<file path="src/rtl/instruction_fetch_unit_if.sv">
// Fetch-unit bus: instruction-memory request/acknowledge plus the decode-side
// delivery and redirect signals. The fetch unit is the master.
`timescale 1ns/1ps
interface instruction_fetch_unit_if;
  logic        STALL;
  logic        Request_Alt_PC;
  logic [31:0] Alt_PC;
  logic        IMem_Req;
  logic [31:0] IMem_Addr;
  logic        IMem_Ack;
  logic [31:0] IMem_Data;
  logic [31:0] Instr;
  logic [31:0] Instr_PC_Plus4;
  logic        Instr_Valid;

  modport master (
    input  STALL, Request_Alt_PC, Alt_PC, IMem_Ack, IMem_Data,
    output IMem_Req, IMem_Addr, Instr, Instr_PC_Plus4, Instr_Valid
  );

  modport slave (
    output STALL, Request_Alt_PC, Alt_PC, IMem_Ack, IMem_Data,
    input  IMem_Req, IMem_Addr, Instr, Instr_PC_Plus4, Instr_Valid
  );
endinterface

</file>
<file path="src/rtl/instruction_fetch_unit.sv">
// Fetch-stage PC sequencer: word fetches over req/ack, one output slot plus a
// one-entry skid, redirects applied after the branch delay slot.
`timescale 1ns/1ps
module instruction_fetch_unit #(
  parameter logic [31:0] RESET_PC = 32'hBFC00000
) (
  input logic                        CLK,
  input logic                        RESET,
  instruction_fetch_unit_if.master   bus
);

  typedef enum logic {ST_REQ, ST_SKID} state_e;

  state_e      state_q;
  logic [31:0] pc_q;
  logic [31:0] instr_q;
  logic [31:0] pc4_q;
  logic        valid_q;
  logic [31:0] skid_q;
  logic [31:0] pend_pc_q;
  logic        pend_v_q;

  logic        slot_free;
  logic        consume;
  logic        load_fetch;
  logic        load_skid;
  logic        advance;
  logic [31:0] pc_d;

  assign slot_free  = !valid_q || !bus.STALL;
  assign consume    = valid_q && !bus.STALL;
  assign load_fetch = (state_q == ST_REQ) && bus.IMem_Ack && slot_free;
  assign load_skid  = (state_q == ST_SKID) && slot_free;
  assign advance    = load_fetch || load_skid;

  // A redirect seen in the advancing cycle wins; otherwise a latched one.
  assign pc_d = bus.Request_Alt_PC ? bus.Alt_PC :
                pend_v_q           ? pend_pc_q  : pc_q + 32'd4;

  always_ff @(posedge CLK or negedge RESET) begin
    if (!RESET) begin
      state_q  <= ST_REQ;
      pc_q     <= RESET_PC;
      instr_q  <= '0;
      pc4_q    <= '0;
      valid_q  <= 1'b0;
      pend_v_q <= 1'b0;
    end else begin
      if (advance) begin
        instr_q  <= load_skid ? skid_q : bus.IMem_Data;
        pc4_q    <= pc_q + 32'd4;
        valid_q  <= 1'b1;
        pc_q     <= pc_d;
        pend_v_q <= 1'b0;
      end else begin
        if (consume)            valid_q  <= 1'b0;
        if (bus.Request_Alt_PC) pend_v_q <= 1'b1;
      end

      case (state_q)
        ST_REQ:  if (bus.IMem_Ack && !slot_free) state_q <= ST_SKID;
        ST_SKID: if (slot_free)                  state_q <= ST_REQ;
        default:                                 state_q <= ST_REQ;
      endcase
    end
  end

  // NOTE: skid word and pending target are only read when their valid/state
  // qualifier is set, so they carry no reset and stay plain enable flops.
  always_ff @(posedge CLK) begin
    if ((state_q == ST_REQ) && bus.IMem_Ack && !slot_free) skid_q <= bus.IMem_Data;
    if (!advance && bus.Request_Alt_PC)                    pend_pc_q <= bus.Alt_PC;
  end

  // Request drops combinationally with reset so no fetch is seen while held.
  assign bus.IMem_Req       = RESET && (state_q == ST_REQ);
  assign bus.IMem_Addr      = pc_q;
  assign bus.Instr          = instr_q;
  assign bus.Instr_PC_Plus4 = pc4_q;
  assign bus.Instr_Valid    = valid_q;

endmodule

</file>
<file path="src/flat_wrapper.sv">
// flat-port wrapper written by rule: the top's interface ports become plain ports
module instruction_fetch_unit_flat 
#(
  parameter logic [31:0] RESET_PC = 32'hBFC00000
)
  (CLK, RESET, bus_STALL, bus_Request_Alt_PC, bus_Alt_PC, bus_IMem_Ack, bus_IMem_Data, bus_IMem_Req, bus_IMem_Addr, bus_Instr, bus_Instr_PC_Plus4, bus_Instr_Valid);
  instruction_fetch_unit_if bus_i ();
  input logic CLK;
  input logic RESET;
  input wire logic [$bits(bus_i.STALL)-1:0] bus_STALL;
  input wire logic [$bits(bus_i.Request_Alt_PC)-1:0] bus_Request_Alt_PC;
  input wire logic [$bits(bus_i.Alt_PC)-1:0] bus_Alt_PC;
  input wire logic [$bits(bus_i.IMem_Ack)-1:0] bus_IMem_Ack;
  input wire logic [$bits(bus_i.IMem_Data)-1:0] bus_IMem_Data;
  output wire logic [$bits(bus_i.IMem_Req)-1:0] bus_IMem_Req;
  output wire logic [$bits(bus_i.IMem_Addr)-1:0] bus_IMem_Addr;
  output wire logic [$bits(bus_i.Instr)-1:0] bus_Instr;
  output wire logic [$bits(bus_i.Instr_PC_Plus4)-1:0] bus_Instr_PC_Plus4;
  output wire logic [$bits(bus_i.Instr_Valid)-1:0] bus_Instr_Valid;
  assign bus_i.STALL = bus_STALL;
  assign bus_i.Request_Alt_PC = bus_Request_Alt_PC;
  assign bus_i.Alt_PC = bus_Alt_PC;
  assign bus_i.IMem_Ack = bus_IMem_Ack;
  assign bus_i.IMem_Data = bus_IMem_Data;
  assign bus_IMem_Req = bus_i.IMem_Req;
  assign bus_IMem_Addr = bus_i.IMem_Addr;
  assign bus_Instr = bus_i.Instr;
  assign bus_Instr_PC_Plus4 = bus_i.Instr_PC_Plus4;
  assign bus_Instr_Valid = bus_i.Instr_Valid;
  instruction_fetch_unit #(.RESET_PC(RESET_PC)) u_core (.CLK(CLK), .RESET(RESET), .bus(bus_i));
endmodule
</file>
<file path="config.mk">
export PLATFORM = sky130hd
export DESIGN_NAME = instruction_fetch_unit_flat
export DESIGN_NICKNAME = d
export VERILOG_FILES = /design/src/rtl/instruction_fetch_unit_if.sv /design/src/rtl/instruction_fetch_unit.sv /design/src/flat_wrapper.sv
export SDC_FILE = /design/constraint.sdc
export NUM_CORES = 1
export LEC_CHECK = 0
export CORE_ASPECT_RATIO = 1.1
export CORE_MARGIN = 2
export CORE_UTILIZATION = 34
export DETAILED_ROUTE_END_ITERATION = 10
export MAX_ROUTING_LAYER = met4
export PLACE_DENSITY_LB_ADDON = 0.1
export SLEW_MARGIN = 30
export SYNTH_ARGS = -nofsm -noshare
export SYNTH_HDL_FRONTEND = slang
export SYNTH_SLANG_ARGS = --single-unit
</file>
<file path="constraint.sdc">
create_clock -name CLK -period 6.9 [get_ports CLK]
set_input_delay 1.38 -clock CLK [delete_from_list [all_inputs] [get_ports CLK]]
set_output_delay 1.38 -clock CLK [all_outputs]
set_load 0.03 [all_outputs]
</file>
==> run_1/placement_by_type.png <==
Drawn at 2 px/um. Fill, decap, tap and diode cells in grey.
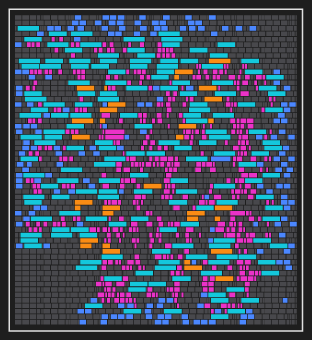
[remaining buffers and delay cells] blue | cells: 178 | share of their area: 18%
[combinational and other logic] magenta | cells: 479 | share of their area: 30%
[sequential cells] cyan | cells: 163 | share of their area: 45%
[clock drivers and dummy loads] orange | cells: 32 | share of their area: 6.6%

==> run_1/clocks.png <==
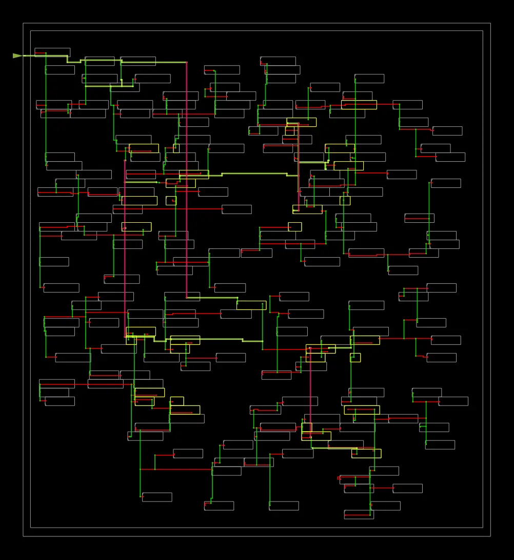
cts bufs inserted: 17
CTS Sinks: 163

==> run_1/layer_met2.png <==
Drawn at 2 px/um. Cells faint in the background.
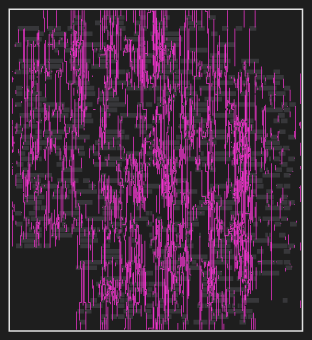
main direction: vertical
longest straight run: 68.3 um
share of all routed wire: 48%
wire length on this layer: 11000 um
via count: 6529
Total Wirelength: 23000 um
met2 usage: 0.3107

==> results.sh, run 1 <==
# physical design summary
export IMPL_highest_layer="met4"
export IMPL_dr_pass1_iters=5
export IMPL_crit_slowest_cell="clkdlybuf4s50_1"
export IMPL_portBuffers=166
export IMPL_grt_overflow_total=0
export IMPL_critPathMaxStageDelay_ps=730
export IMPL_worstRegToRegCells=4
export IMPL_cp_start_kind="primary input"
export IMPL_buffers=178
export IMPL_ff_latch_area_um2=4410
export IMPL_die_y_um=160.1
export IMPL_htree_levels=4
export IMPL_pwr_density_cell_nw_per_um2=339.6
export IMPL_pg_clk_mw=1.02
export IMPL_worstMarginPinSlew_ps=872.0
export IMPL_critical_path_class="in2out"
export IMPL_die_w_um=145.9
export IMPL_final_setup_tns_ps=0
export IMPL_synth_distinct_cells=57
export IMPL_grt_setup_unrepaired="no"
export IMPL_seq_share=0.4353
export IMPL_crit_arrival_ps=2810
export IMPL_synth_flops=163
export IMPL_internal_power_mw=2.205
export IMPL_cts_buffer_depth=2
export IMPL_min_period_over_period=0.6079
export IMPL_hold_depth=2
export IMPL_seq_power_mw=1.40
export IMPL_r2r_setup_slack_ps=4440
export IMPL_ctsHoldBuffers=0
export IMPL_nets=909
export IMPL_grt_max_degree=69
export IMPL_cp_required_ps=5520
export IMPL_bufAreaShareNonClock=0.1750
export IMPL_fa_ha_area_frac=0.001661
export IMPL_tap_cells=295
export IMPL_ys_top_cells_by_count="90 x dfrtp_1, 72 x nand2_1, 66 x o22ai_1, 64 x edfxtp_1, 49 x clkbuf_1"
export IMPL_nNonClkInverters=7
export IMPL_reg2reg_to="u_core.bus.IMem_Addr[23]"
export IMPL_syn_inst=706
export IMPL_lay_top_count="clkdlybuf4s50_1"
export IMPL_min_path_type="reg2reg"
export IMPL_outcome="completed"
export IMPL_routedWlPerCell_um=20.05
export IMPL_maxSlewViolCount=0
export IMPL_cp_startpoint="RESET"
export IMPL_drive_gt1_frac=0.08920
export IMPL_tool_warnings=26
export IMPL_diodes=0
export IMPL_comb_area_frac=0.2871
export IMPL_wl_met2_um=10960
export IMPL_ys_chip_area_um2=7535
export IMPL_power_frac_seq=0.406
export IMPL_final_cell_mix="165 x clkdlybuf4s50_1, 90 x dfrtp_1, 70 x nand2_1"
export IMPL_path_max_fanout=33
export IMPL_mux_area_frac=0.005314
export IMPL_peakVddDrop_uv=194.6
export IMPL_largest_class="flip-flops and latches"
export IMPL_ys_top_cells_by_area="dfrtp_1 30%, edfxtp_1 26%, o22ai_1 5.5%"
export IMPL_ys_warn_count=0
export IMPL_seq_cell_count=163
export IMPL_avgSynthCellArea_um2=10.67
export IMPL_grt_busiest_layer="met2"
run 1: through the flow:
step	utilization	instance area [um^2]	hold slack [ps]	cells	worst slack, ps
finish	0.4627	10130	481.3	1147	2706
global route	0.4627	10130	501.5	1147	2624
CTS	0.4619	10110	488.5	1147	2694
detailed placement	0.4325	9470	473.4	1115	2617
global placement	0.4309	9435	463.9	1114	2601
floorplan	-	7535	490.3	706	2083
run 1: sequential cells by signal, summed over array words and instances, names as in the netlist:
signal and count:
u_core.bus.Instr_PC_Plus4 32, u_core.bus.Instr 32, u_core.state_q 1, u_core.pend_v_q 1, u_core.bus.Instr_Valid 1, u_core.pend_pc_q 32, u_core.skid_q 32, u_core.bus.IMem_Addr 32
run 1: worst max-delay path, delay by kind of cell:
kind | cells | cell delay, ps
buffers and inverters | 2 | 1100
AND/OR/NAND/NOR | 1 | 310
==> run_1/io_placement.png <==
Drawn at 1.5 px/um. Pins as bars across the die edge, other pins in grey.
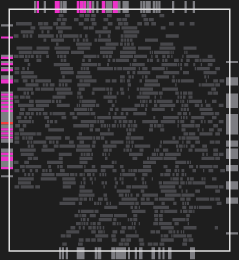

==> run 2: changes to the inputs <==
Clock period 6.9 ns to 3.59 ns, I/O delays scaled along.
==> run_2/io_placement.png <==
Drawn at 1.5 px/um. Pins as bars across the die edge, other pins in grey.
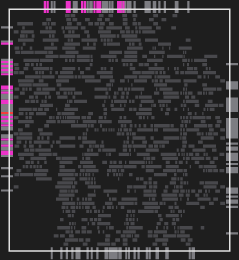
[bus_IMem_Data] magenta | pins: 32 | direction: input | edge: 17 left, 15 top
[bus_IMem_Ack] red | pins: 1 | direction: input | edge: left
all pins by edge: 47 left, 46 top, 41 right, 33 bottom
# port buffers: 166
Die Wd: 145.9 um

==> run 2 against run 1 <==
Synthesized area unchanged. First-iteration DRC count down 11%. Count of clock-buffer cells in the layout unchanged. Sequential power up 91%. Clock power up 88%. Critical path type is now reg2out.
==> results.sh, run 2 <==
# physical design summary
export IMPL_outcome="completed"
export IMPL_power_frac_seq=0.405
export IMPL_syn_inst=706
export IMPL_cts_buffer_depth=2
export IMPL_grt_max_degree=55
export IMPL_place_ws_ps=628.9
export IMPL_cp_start_kind="register"
export IMPL_setup_ws_ps=996.9
export IMPL_crit_cells=1
export IMPL_diodes=0
export IMPL_bufAreaShareNonClock=0.1847
export IMPL_tap_cells=295
export IMPL_internal_power_mw=4.144
export IMPL_wirelength_um=23010
export IMPL_peakVddDrop_uv=342.5
export IMPL_cp_num_buf_inv=1
export IMPL_path_max_fanout=14
export IMPL_buffers=188
export IMPL_dr_pass1_iters=6
export IMPL_critical_path_class="reg2out"
export IMPL_r2r_setup_slack_ps=1200
export IMPL_worstRegToRegCells=4
export IMPL_htree_levels=4
export IMPL_pwr_density_cell_nw_per_um2=644.0
export IMPL_grt_overflow_total=0
export IMPL_dpl_instance_area_um2=9589
export IMPL_reg2reg_to="u_core.bus.Instr_PC_Plus4[21]"
export IMPL_fin_util=0.4672
export IMPL_seq_share=0.4311
export IMPL_min_period_over_period=0.7223
export IMPL_ff_latch_area_um2=4410
export IMPL_final_cell_mix="165 x clkdlybuf4s50_1, 90 x dfrtp_1, 72 x nand2_1"
export IMPL_seq_power_mw=2.67
export IMPL_avgSynthCellArea_um2=10.67
export IMPL_nNonClkInverters=7
export IMPL_pg_clk_mw=1.92
export IMPL_crit_slowest_cell="clkdlybuf4s50_1"
export IMPL_comb_area_frac=0.2831
export IMPL_cts_made_buffers=17
export IMPL_crit_arrival_ps=1880
export IMPL_cp_top_family="buffers and inverters"
export IMPL_timing_hold_ws_ps=476.7
export IMPL_synth_distinct_cells=57
export IMPL_fin_area_um2=10230
export IMPL_die_area_um2=23370
export IMPL_place_inst=1125
export IMPL_routedWlPerCell_um=19.89
export IMPL_synth_flops=163
export IMPL_cts_sinks=163
export IMPL_nets=919
export IMPL_cp_required_ps=2870
export IMPL_num_vias=6467
export IMPL_ys_warn_count=0
export IMPL_cp_startpoint="u_core.bus.IMem_Addr[24]"
export IMPL_grt_setup_unrepaired="no"
export IMPL_ys_top_cells_by_count="90 x dfrtp_1, 72 x nand2_1, 66 x o22ai_1, 64 x edfxtp_1, 49 x clkbuf_1"
==> run_2/clocks.png <==
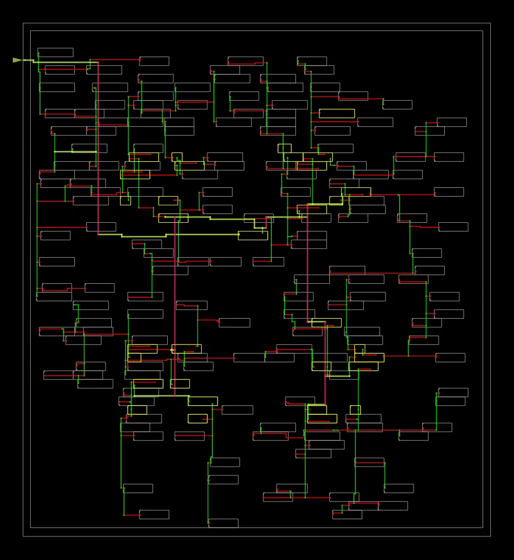
Clk Latency, worst-skew pair: 430 ps
FF+latch count: 163

-- run 2: cell counts after synthesis --
Identical to the previous run, type by type.
-- run 2: cells by family (layout without fill, tap and decap cells) --
kind of cell    Yosys count  after routing  synth area share
compound gates          245            245            0.2106
xor+xnor                 12             12           0.01395
fa+ha+maj                 1              1          0.001660
buf+inv                  71            227           0.03720
flops                   163            163            0.5854
mux                       4              4          0.005314
simple gates            210            210            0.1460
-- run 2: routing by layer --
layer  vias up  share of wire  track usage
met1      3166           0.44       0.2663
met5         -              0            -
met4         0          0.013      0.04991
li1       3015              -            -
met3        19          0.066      0.04171
met2       267           0.49       0.3263
Power is estimated from default activity; no workload was simulated.
